$ cat src/rtl/daq_pkg.sv
// Shared DAQ definitions: event geometry and the reader FSM encoding.
// Capture-side and readout-side blocks both import this so event length lives in one place.
package daq_pkg;

    localparam int WORDS_PER_EVENT = 16;
    localparam int DATA_WIDTH      = 64;

    typedef enum logic [1:0] {
        IDLE   = 2'd0,
        STREAM = 2'd1,
        DONE   = 2'd2
    } reader_state_t;

endpackage

$ cat src/rtl/axis_out_buffer.sv
// Small synchronous FIFO with push/pop, occupancy and a head output taken straight from storage.
// The head is a mux over registers, so it changes only on a clock edge.
module axis_out_buffer #(
    parameter int  DATA_WIDTH = 64,
    parameter int  DEPTH      = 4,
    localparam int PTR_W      = $clog2(DEPTH),
    localparam int OCC_W      = $clog2(DEPTH + 1)
) (
    input  logic                  clk,
    input  logic                  aresetn,
    input  logic                  push_i,
    input  logic [DATA_WIDTH-1:0] data_i,
    input  logic                  pop_i,
    output logic [DATA_WIDTH-1:0] head_o,
    output logic [OCC_W-1:0]      occ_o,
    output logic                  empty_o,
    output logic                  full_o
);

    logic [DATA_WIDTH-1:0] mem_q [DEPTH];
    logic [DATA_WIDTH-1:0] mem_d [DEPTH];
    logic [PTR_W-1:0]      wr_ptr_q, wr_ptr_d;
    logic [PTR_W-1:0]      rd_ptr_q, rd_ptr_d;
    logic [OCC_W-1:0]      occ_q, occ_d;
    logic                  push_ok, pop_ok;

    assign empty_o = (occ_q == OCC_W'(0));
    assign full_o  = (occ_q == OCC_W'(DEPTH));
    assign push_ok = push_i && !full_o;
    assign pop_ok  = pop_i && !empty_o;
    assign head_o  = mem_q[rd_ptr_q];
    assign occ_o   = occ_q;

    // Next-state for storage, pointers and occupancy.
    always_comb begin
        mem_d    = mem_q;
        wr_ptr_d = wr_ptr_q;
        rd_ptr_d = rd_ptr_q;
        occ_d    = occ_q;
        if (push_ok) begin
            mem_d[wr_ptr_q] = data_i;
            wr_ptr_d        = wr_ptr_q + PTR_W'(1);
        end else begin
            wr_ptr_d = wr_ptr_q;
        end
        if (pop_ok) begin
            rd_ptr_d = rd_ptr_q + PTR_W'(1);
        end else begin
            rd_ptr_d = rd_ptr_q;
        end
        case ({push_ok, pop_ok})
            2'b10:   occ_d = occ_q + OCC_W'(1);
            2'b01:   occ_d = occ_q - OCC_W'(1);
            default: occ_d = occ_q;
        endcase
    end

    // State registers; storage is cleared so the head reads zero out of reset.
    always_ff @(posedge clk or negedge aresetn) begin
        if (!aresetn) begin
            for (int i = 0; i < DEPTH; i++) begin
                mem_q[i] <= '0;
            end
            wr_ptr_q <= '0;
            rd_ptr_q <= '0;
            occ_q    <= '0;
        end else begin
            mem_q    <= mem_d;
            wr_ptr_q <= wr_ptr_d;
            rd_ptr_q <= rd_ptr_d;
            occ_q    <= occ_d;
        end
    end

endmodule

$ cat src/rtl/event_reader.sv
// Drains whole events from a standard-mode FIFO and streams them out over AXI4-Stream with tlast
// on the final word; reads are throttled so the 4-entry output buffer can never overflow.
module event_reader
    import daq_pkg::*;
#(
    parameter int WORDS_PER_EVENT = daq_pkg::WORDS_PER_EVENT,
    parameter int DATA_WIDTH      = daq_pkg::DATA_WIDTH,
    parameter int COUNT_WIDTH     = 15
) (
    input  logic                   clk,
    input  logic                   aresetn,
    input  logic                   enable_i,
    input  logic                   empty_i,
    input  logic [COUNT_WIDTH-1:0] rd_data_count_i,
    input  logic [DATA_WIDTH-1:0]  dout_i,
    output logic                   rd_en_o,
    output logic [DATA_WIDTH-1:0]  m_axis_tdata,
    output logic                   m_axis_tvalid,
    input  logic                   m_axis_tready,
    output logic                   m_axis_tlast,
    output logic                   event_sent_o,
    output logic [31:0]            events_sent_o
);

    localparam int CNT_W = $clog2(WORDS_PER_EVENT) + 1;
    localparam logic [CNT_W-1:0] N_WORDS  = CNT_W'(WORDS_PER_EVENT);
    localparam logic [CNT_W-1:0] LAST_IDX = CNT_W'(WORDS_PER_EVENT - 1);

    reader_state_t    state_q, state_d;
    logic [CNT_W-1:0] rd_cnt_q, rd_cnt_d;
    logic [CNT_W-1:0] tx_cnt_q, tx_cnt_d;
    logic             inflight_q, inflight_d;
    logic             event_sent_q, event_sent_d;
    logic [31:0]      events_sent_q, events_sent_d;

    logic [2:0]       occ;
    logic             buf_empty;
    logic             buf_full;
    logic             handshake;
    logic             start;

    axis_out_buffer #(
        .DATA_WIDTH (DATA_WIDTH),
        .DEPTH      (4)
    ) u_out_buf (
        .clk     (clk),
        .aresetn (aresetn),
        .push_i  (inflight_q),
        .data_i  (dout_i),
        .pop_i   (handshake),
        .head_o  (m_axis_tdata),
        .occ_o   (occ),
        .empty_o (buf_empty),
        .full_o  (buf_full)
    );

    // A read is only issued while the buffer plus the word already in flight leaves room.
    assign rd_en_o = (state_q == STREAM) && (rd_cnt_q < N_WORDS) && !empty_i && !buf_full
                     && (({1'b0, occ} + {3'b000, inflight_q}) < 4'd3);

    assign m_axis_tvalid = !buf_empty;
    assign m_axis_tlast  = (tx_cnt_q == LAST_IDX) && m_axis_tvalid;
    assign handshake     = m_axis_tvalid && m_axis_tready;
    assign start         = enable_i && (rd_data_count_i >= COUNT_WIDTH'(WORDS_PER_EVENT));
    assign event_sent_o  = event_sent_q;
    assign events_sent_o = events_sent_q;

    // FSM next-state, word counters and completion bookkeeping.
    always_comb begin
        state_d       = state_q;
        rd_cnt_d      = rd_cnt_q;
        tx_cnt_d      = tx_cnt_q;
        inflight_d    = rd_en_o;
        event_sent_d  = 1'b0;
        events_sent_d = events_sent_q;
        case (state_q)
            IDLE: begin
                if (start) begin
                    state_d  = STREAM;
                    rd_cnt_d = '0;
                    tx_cnt_d = '0;
                end else begin
                    state_d = IDLE;
                end
            end
            STREAM: begin
                if (rd_en_o) begin
                    rd_cnt_d = rd_cnt_q + CNT_W'(1);
                end else begin
                    rd_cnt_d = rd_cnt_q;
                end
                if (handshake) begin
                    tx_cnt_d = tx_cnt_q + CNT_W'(1);
                    if (tx_cnt_q == LAST_IDX) begin
                        state_d       = DONE;
                        event_sent_d  = 1'b1;
                        events_sent_d = events_sent_q + 32'd1;
                    end else begin
                        state_d = STREAM;
                    end
                end else begin
                    tx_cnt_d = tx_cnt_q;
                end
            end
            DONE:    state_d = IDLE;
            default: state_d = IDLE;
        endcase
    end

    // Control registers; an async reset drops any partial event.
    always_ff @(posedge clk or negedge aresetn) begin
        if (!aresetn) begin
            state_q       <= IDLE;
            rd_cnt_q      <= '0;
            tx_cnt_q      <= '0;
            inflight_q    <= 1'b0;
            event_sent_q  <= 1'b0;
            events_sent_q <= 32'd0;
        end else begin
            state_q       <= state_d;
            rd_cnt_q      <= rd_cnt_d;
            tx_cnt_q      <= tx_cnt_d;
            inflight_q    <= inflight_d;
            event_sent_q  <= event_sent_d;
            events_sent_q <= events_sent_d;
        end
    end

endmodule
$ cat config.mk
export PLATFORM = sky130hd
export DESIGN_NAME = event_reader
export DESIGN_NICKNAME = d
export VERILOG_FILES = /design/src/rtl/daq_pkg.sv /design/src/rtl/axis_out_buffer.sv /design/src/rtl/event_reader.sv
export SDC_FILE = /design/constraint.sdc
export NUM_CORES = 1
export LEC_CHECK = 0
export CAP_MARGIN = 30
export CORE_UTILIZATION = 45
export DETAILED_ROUTE_END_ITERATION = 10
export HOLD_SLACK_MARGIN = 0.08
export PLACE_DENSITY = 0.77
export SYNTH_ARGS = -nofsm -noshare
export SYNTH_HDL_FRONTEND = slang
export SYNTH_SLANG_ARGS = --single-unit
$ cat constraint.sdc
create_clock -name clk -period 5.9 [get_ports clk]
set_input_delay 1.18 -clock clk [delete_from_list [all_inputs] [get_ports clk]]
set_output_delay 1.18 -clock clk [all_outputs]
set_load 0.01 [all_outputs]
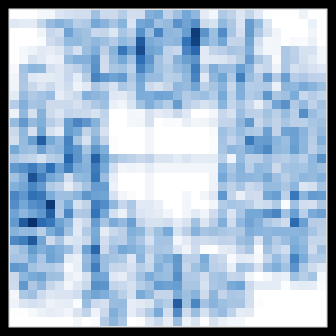
Fig. 1. Wire density map (run 1).
35 x 35 tiles, from white (low) to dark blue (high), scaled to the fullest tile. Values are wire area over tile area, all layers added.
densest ninth of the die = middle left
emptiest ninth of the die = center
fullest tile = 0.48
tiles over half the peak = 15%
mean over tiles = 0.14
final wirelength: 27,800 µm
GRT Util Overall: 19.0%

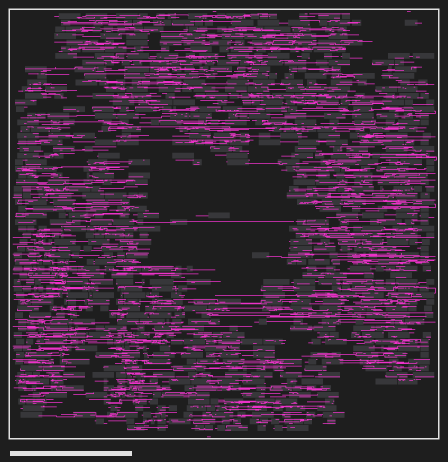
Fig. 2. Signal wires on met1 (run 1).
The bar under the picture is 50 µm long.
wire length on this layer = 12,500 µm
share of all routed wire = 45%

==> CHANGELOG.md, run 1 <==
### Changed

* RSZ-0062 raised after global routing: no
* R2R depth at 6
* CP startpoint kind: input port
* WP depth at 5
* Type of the worst setup path: in -> out
* Placed Area at approximately 16,000 µm²
* Power Density at 568 nW/µm²
* Unique cell types at 39
* H-tree depth at 2
* Most frequent cell on the critical path: clkdlybuf4s50_1
* CP max stage delay at around 0.57 ns
* Critical Path Fanout Max at 5
* Area Overhead vs Synth at 25.5%
* Bufs and invs on worst path at 3
* DIE AREA at a little over 30,000 µm²
* Post-synth top area cell: dfrtp_1
* I/O pin cnt at roughly 180
* Cell family with most CP delay: buffers and inverters
* Status: finished clean
* CTS tree: yes
* Clk latency late pin at a little over 0.5 ns
* Die Wd at approximately 180 µm
* Log Warnings at 35
* Hold Buf Count CTS at 0
* Top Layout Cells: dfrtp_1 (307), mux2_2 (216), clkdlybuf4s50_1 (178), mux4_2 (64), mux2_1 (41)
* Number of cells in Yosys stat at around 850
* Part of the cycle the worst path needs at a little over two thirds
* Setup TNS at 0 ns
* Final slew viol count at 0
* Post-synth top flop: dfrtp_1
* Gate Count Post-Synth at between 800 and 900
* Syn Nets at around 950
* Setup bufs post-CTS at 0
* Final worst path period need at around 4.1 ns
* Clk sink count at 309
* Row count at around 63
* GR Overflow Total at 0
* 1st-iter DRT viols at 312
* Synth async-reset ratio at 100%
* DP HPWL at 16,900 µm
* Worst slew pin tran at roughly 1.1 ns
* Initial antenna violation count at 0
* Antenna diodes at 0
* CTS buffer count at 35
* Power Total at 9.63 mW
* Die span in y at around 180 µm
* Yosys chip area at roughly 14,000 µm²
* Slowest cell on the critical path: clkdlybuf4s50_1
* Reg2Reg Setup Slack at between 3 and 4 ns
* WP data arrival at between 2 and 3 ns
* IO Port Bufs at 179
* Lkg Pwr at between 7 and 8 nW
* Vias/cell at 5.37
* Clk buf depth at 3
* Util after Layout at approximately 57%
* Max Cap Viol at 0
* Pre-Repair DR Iteration Count at 4
* Synth warnings at 0
* Dpl ws at 1.78 ns
* Seq/Total Area, Yosys at a little under three fifths
* Core box area at 29,600 µm²
* Hold WC Path Type: reg -> reg
* Critical Path End Type: output pin
* CP required at 4.72 ns
* Max Clk Rate at 0.242 GHz
* Final setup fails at 0
* Share of layout cells above drive strength 1 at 33.5%
* Dominant cell area share at 57.3%
* Cell area leaders: dfrtp_1 (57%), mux2_2 (18%), mux4_2 (11%)
* Ys flops at about 310
* Hold Path Stages at 1
* Synth Area per Inst at 15.9 µm²
* Final hold vios at 0
* Antenna-violating nets left at 0
* Largest net degree at the start of global routing at ~140
* Peak VDD IR at 0.289 mV
* Number of enable flip-flop cells at 0
* Most numerous logic cell after layout: dfrtp_1
* Vias in the first global route at a little under 9,000
* Fp util at 45.7%
* Final GP Congestion at 0.745
* DRC violations left at 0
* Worst path cell trace: clkdlybuf4s50_1 -> a2111oi_0 -> o21ai_0 -> inv_1 -> clkdlybuf4s50_1
* Root Buffer: clkbuf_16
* Setup ws final at ~1.8 ns
* Synth Cell Area at 13,500 µm²
* Slew margin rel. at 29.1%
* Final instance area at between 15,000 and 20,000 µm²
* First-pass GRT wire length at around 46,000 µm
* Post-CTS Resized at 0
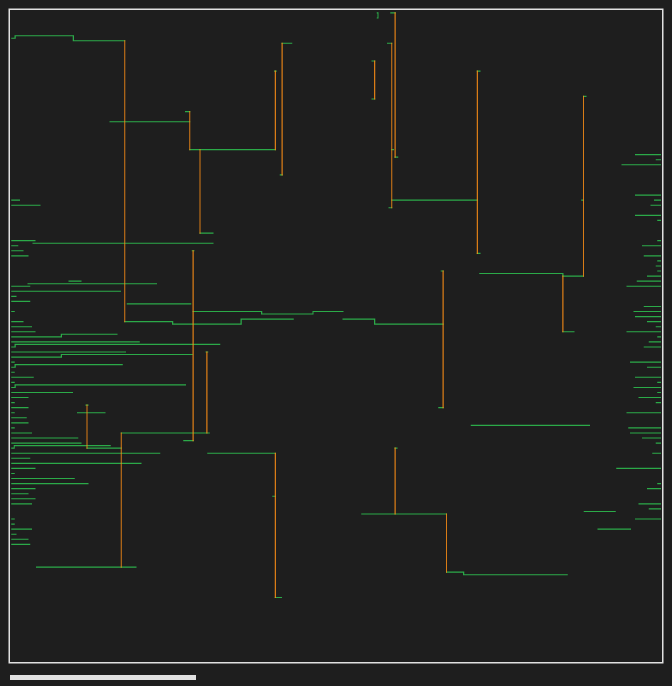
Fig. 3. Signal wires by layer (run 1).
The bar under the picture is 50 µm long. Only two layers are drawn.
orange -> met4  # wire length 599 µm
green -> met3  # wire length 1,400 µm
WL/cell: 19.2 µm
via count: 7,777

run 1: kinds of logic (layout without fill, tap and decap cells):
| kind of cell | Yosys count | in the layout | synth area share [%] |
|---|---|---|---|
| simple gates | 97 | 97 | 4.04 |
| mux | 322 | 322 | 32.2 |
| compound gates | 16 | 16 | 0.899 |
| buf+inv | 53 | 261 | 1.77 |
| flops | 309 | 309 | 57.3 |
| fa+ha+maj | 12 | 12 | 1.17 |
| xor+xnor | 41 | 41 | 2.66 |
run 1: state kept, by name, indices dropped and copies added (netlist names):
signal	flops
u_out_buf.mem_q	256
events_sent_o	32
rd_cnt_q	5
tx_cnt_q	5
u_out_buf.occ_o	3
state_q	2
u_out_buf.rd_ptr_q	2
u_out_buf.wr_ptr_q	2
event_sent_o	1
inflight_q	1
run 1: final timing paths:
check	start	endpoint
max in group asynchronous	aresetn	u_out_buf.rd_ptr_q[0]
worst min register to register	u_out_buf.mem_q[66]	u_out_buf.mem_q[66]
worst min-delay path	u_out_buf.mem_q[66]	u_out_buf.mem_q[66]
min in group asynchronous	aresetn	u_out_buf.mem_q[219]
worst max register to register	tx_cnt_q[0]	events_sent_o[1]
worst max-delay path	empty_i	rd_en_o
run 1: stage by stage:
stage	instances	hold slack (ns)
floorplan	850	0.459
global placement	1382	0.465
detailed placement	1386	0.477
CTS	1448	0.490
global route	1448	0.497
finish	1448	0.483
run 1: layout make-up:
| cell class | instances | area, µm² |
|---|---|---|
| Inverter | 11 | 41.3 |
| Clock buffer | 52 | 1030 |
| Tap cell | 390 | 488 |
| Multi-Input combinational cell | 488 | 5530 |
| Fill cell | 2335 | 12600 |
| Clock inverter | 10 | 131 |
| Timing Repair Buffer | 188 | 1980 |
| Sequential cell | 309 | 7740 |
run 1: cells in the mapped netlist, drive strengths merged (2+ instances only):
cell	n
mux4	64
a22o	2
dfrtp	309
nor3b	2
nand3b	2
inv	11
o31ai	2
mux2	257
nor4	3
nor3	3
and3	10
and2	2
xor2	12
nand2	26
or2	2
nand4	10
xnor2	29
nand3	16
clkbuf	6
nor2	15
ha	11
buf	36
o21ai	7
and4	4
run 1: per-layer routing:
layer  vias to the layer above  global-route usage [%]  routed length, µm
met5                         -                       0                  0
met4                         0                    5.72                599
met3                        47                    4.07               1400
met2                       160                    30.9              13300
met1                      4077                    25.7              12500
li1                       3493                       -                  -
run 1: power breakdown:
group / switching [mW] / internal, mW
clock network: 0.840 / 1.34
logic: 1.39 / 2.40
registers: 0.556 / 3.10
total: 2.79 / 6.84
Fig. 4: run 1, zoomed window
The bar under the picture is 5 µm long. Region (121, 121) to (141, 141) µm. Cells in gray, sequential cells in the stronger gray; small squares are vias.
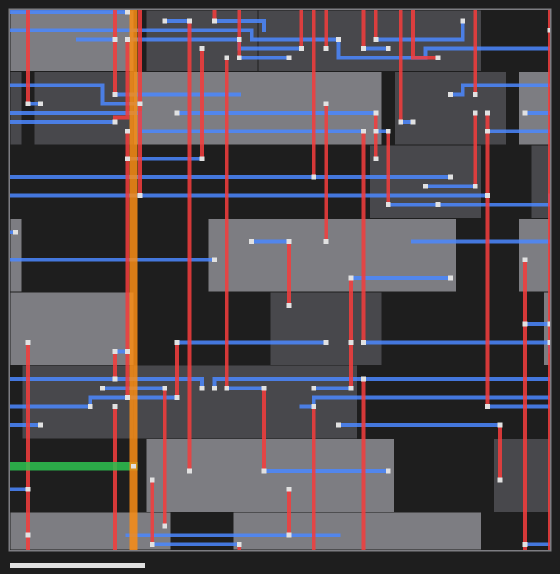

--- run 2 (diff from run 1) ---
clock period = 4.27 ns   (was 5.9 ns; I/O delays follow)
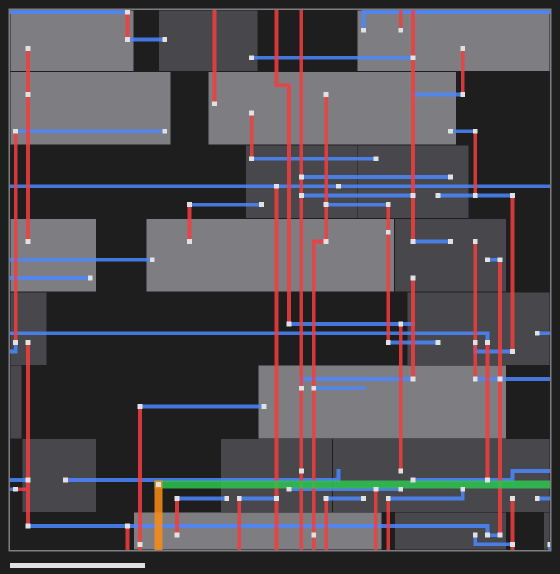
Fig. 5. Zoomed window (run 2).
The bar under the picture is 5 µm long. Region (121, 121) to (141, 141) µm. Cells in gray, sequential cells in the stronger gray; small squares are vias.
green -> met3
orange -> met4
blue -> met1
red -> met2
netlist names of flops here include = u_out_buf.mem_q (6)
sequential cells in the window = 6
most frequent = dfrtp_1 (6), mux2_2 (4), mux4_2 (2)
cells with their middle in the window = 15

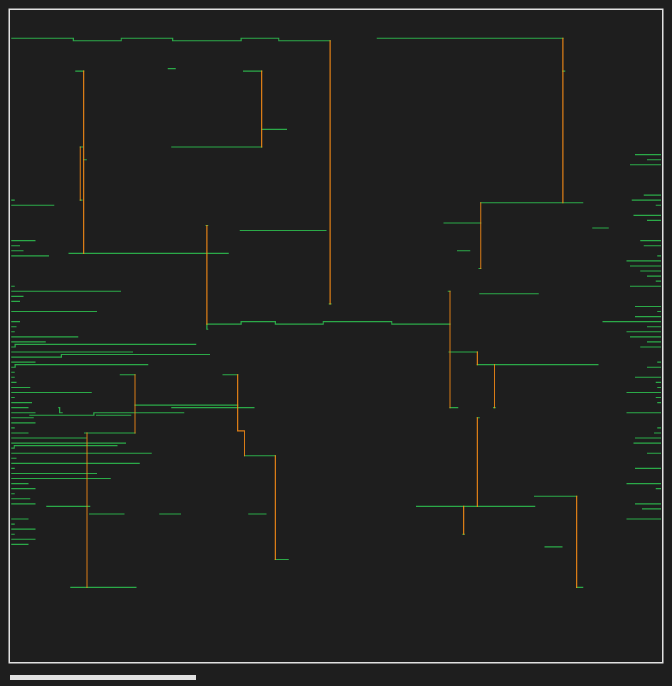
Fig. 6. Signal wires by layer (run 2).
The bar under the picture is 50 µm long. Only two layers are drawn.
orange -> met4  # wire length 453 µm
green -> met3  # wire length 1,500 µm
via count: 7,808
GRT Util Overall: 18.6%

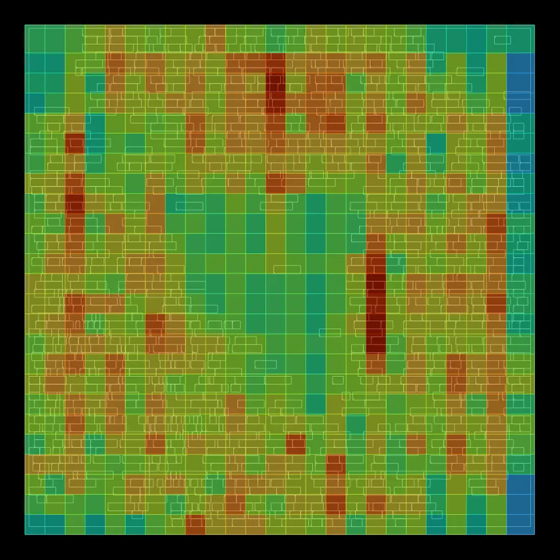
Fig. 7. Congestion heat map (run 2).
grt met1 use: 25.4%
Util after Layout: 57.3%
WL/cell: 18.8 µm
met2 usage in global routing: 30.5%

==> run 2 against run 1 <==
  * Synthesized area unchanged
  * First-iteration DRC count up 4.8%
  * Clock power increased by 36%
  * Clock skew down 0.0080 ns
  * Design area about the same
  * Critical endpoint unchanged
==> CHANGELOG.md, run 2 <==
### Changed

* Synth async-reset ratio at 100% (unchanged)
* Worst path cell trace: ha_1 -> ha_1 -> a2111oi_0 -> o21ai_0 -> inv_1 -> clkdlybuf4s50_1
* Antenna diodes at 0 (unchanged)
* Setup TNS at 0 ns (unchanged)
* DP HPWL at 17,000 µm (about the same)
* Root Buffer: clkbuf_16
* Worst slew pin tran at 0.849 ns (-0.213 ns)
* Footprint of the multi-input gates at 5530 µm² (unchanged)
* Biggest register: u_out_buf.mem_q
* Max Clk Rate at approximately 0.27 GHz
* Hold Buf Count CTS at 0 (unchanged)
* Final wirelength at 27,300 µm (-1.6%)
* Core box area at 29,600 µm² (unchanged)
* Max Cap Viol at 0 (unchanged)
* Final instance area at 17,000 µm² (about the same)
* Register area at 7740 µm² (unchanged)
* Slowest cell on the critical path: clkdlybuf4s50_1
* Row count at 63 (unchanged)
* Final setup fails at 0 (unchanged)
* Clk buf depth at 3 (unchanged)
* Final hold vios at 0 (unchanged)
* Power Density at 781 nW/µm² (+37%)
* Top cells by count: dfrtp_1 (309), mux2_2 (216), mux4_2 (64)
* Die span in y at 175 µm (unchanged)
* Initial antenna violation count at 0 (unchanged)
* Yosys chip area at 13,500 µm² (unchanged)
* FILL cells at 2,298 (-1.6%)
* Most numerous logic cell after layout: dfrtp_1
* H-tree depth at 2 (unchanged)
* Number of cells in Yosys stat at 850 (unchanged)
* WP data arrival at 2.84 ns (-0.11 ns)
* 1st-iter DRT viols at 327 (+4.8%)
* Antenna-violating nets left at 0 (unchanged)
* Die Wd at 175 µm (unchanged)
* Critical Path Fanout Max at 7 (+2)
* Part of the cycle the worst path needs at between 80 and 90%
* Top Layout Cells: dfrtp_1 (307), mux2_2 (216), clkdlybuf4s50_1 (178), mux4_2 (64), mux2_1 (41)
* Status: finished clean
* Unique cell types at 39 (unchanged)
* Hold WC Path Type: in -> async
* Clk sink count at 309 (unchanged)
* DRC violations left at 0 (unchanged)
* CP startpoint kind: register
* Peak VDD IR at 0.392 mV (+36%)
* Dominant cell area share at 57.3% (unchanged)
-- run 2: critical path, delay by kind of cell, from the launching register on --
| kind | cells | cell delay [ns] |
|---|---|---|
| AND-OR/OR-AND | 2 | 0.61 |
| adder cells (fa/ha/maj) | 2 | 0.50 |
| flip-flops | 1 | 0.45 |
| buffers and inverters | 2 | 0.78 |
-- run 2: worst paths after layout --
| path | from | cells past startpoint | endpoint | slack, ns |
|---|---|---|---|---|
| max in group asynchronous | aresetn | 2 | u_out_buf.rd_ptr_q[0] | 2.82 |
| hold / removal | aresetn | 1 | u_out_buf.mem_q[219] | 0.43 |
| min in group clk | u_out_buf.mem_q[6] | 1 | u_out_buf.mem_q[6] | 0.48 |
| setup / recovery | u_out_buf.occ_o[0] | 6 | rd_en_o | 0.57 |
| hold reg to reg | u_out_buf.mem_q[6] | 1 | u_out_buf.mem_q[6] | 0.48 |
| setup reg to reg | tx_cnt_q[0] | 8 | events_sent_o[27] | 1.96 |
-- run 2: stage by stage --
stage	util, %	std cells	worst slack, ns
final	57.3	1451	0.573
after global routing	57.3	1451	0.458
after CTS	57.3	1451	0.540
after detailed placement	53.4	1390	0.788
after global placement	53.1	1386	0.783
after floorplan	-	850	1.81
-- run 2: cells by family (layout without fill, tap and decap cells) --
family	Yosys count	count (layout)	share of synthesized area (%)
AND/OR/NAND/NOR	97	97	4.04
buffers and inverters	53	264	1.77
adder cells (fa/ha/maj)	12	12	1.17
flip-flops	309	309	57.3
XOR/XNOR	41	41	2.66
multiplexers	322	322	32.2
AND-OR/OR-AND	16	16	0.899
-- run 2: layout make-up --
type	count	share of cell area, %
clock buffer	54	6.31
clock inverter	7	0.517
inverter	11	0.244
multi-input combinational	488	32.6
sequential	309	45.6
tap	390	2.88
timing repair buffer	192	11.8
-- run 2: routing by layer --
metal / GRT usage, % / vias up / part of all wire (%)
met1: 25.4 / 4087 / 44
met5: 0 / - / 0
met3: 3.96 / 41 / 5.5
li1: - / 3511 / -
met4: 4.42 / 0 / 1.7
met2: 30.5 / 169 / 49
-- run 2: where the power goes --
| part | leakage [nW] | internal (mW) | switching, mW | total [mW] |
|---|---|---|---|---|
| combinational | 2.83 | 3.33 | 1.93 | 5.26 |
| clock | 0.568 | 1.84 | 1.13 | 2.97 |
| sequential | 3.69 | 4.28 | 0.727 | 5.01 |
No activity file was given, so power comes from the tool's default toggle rates.
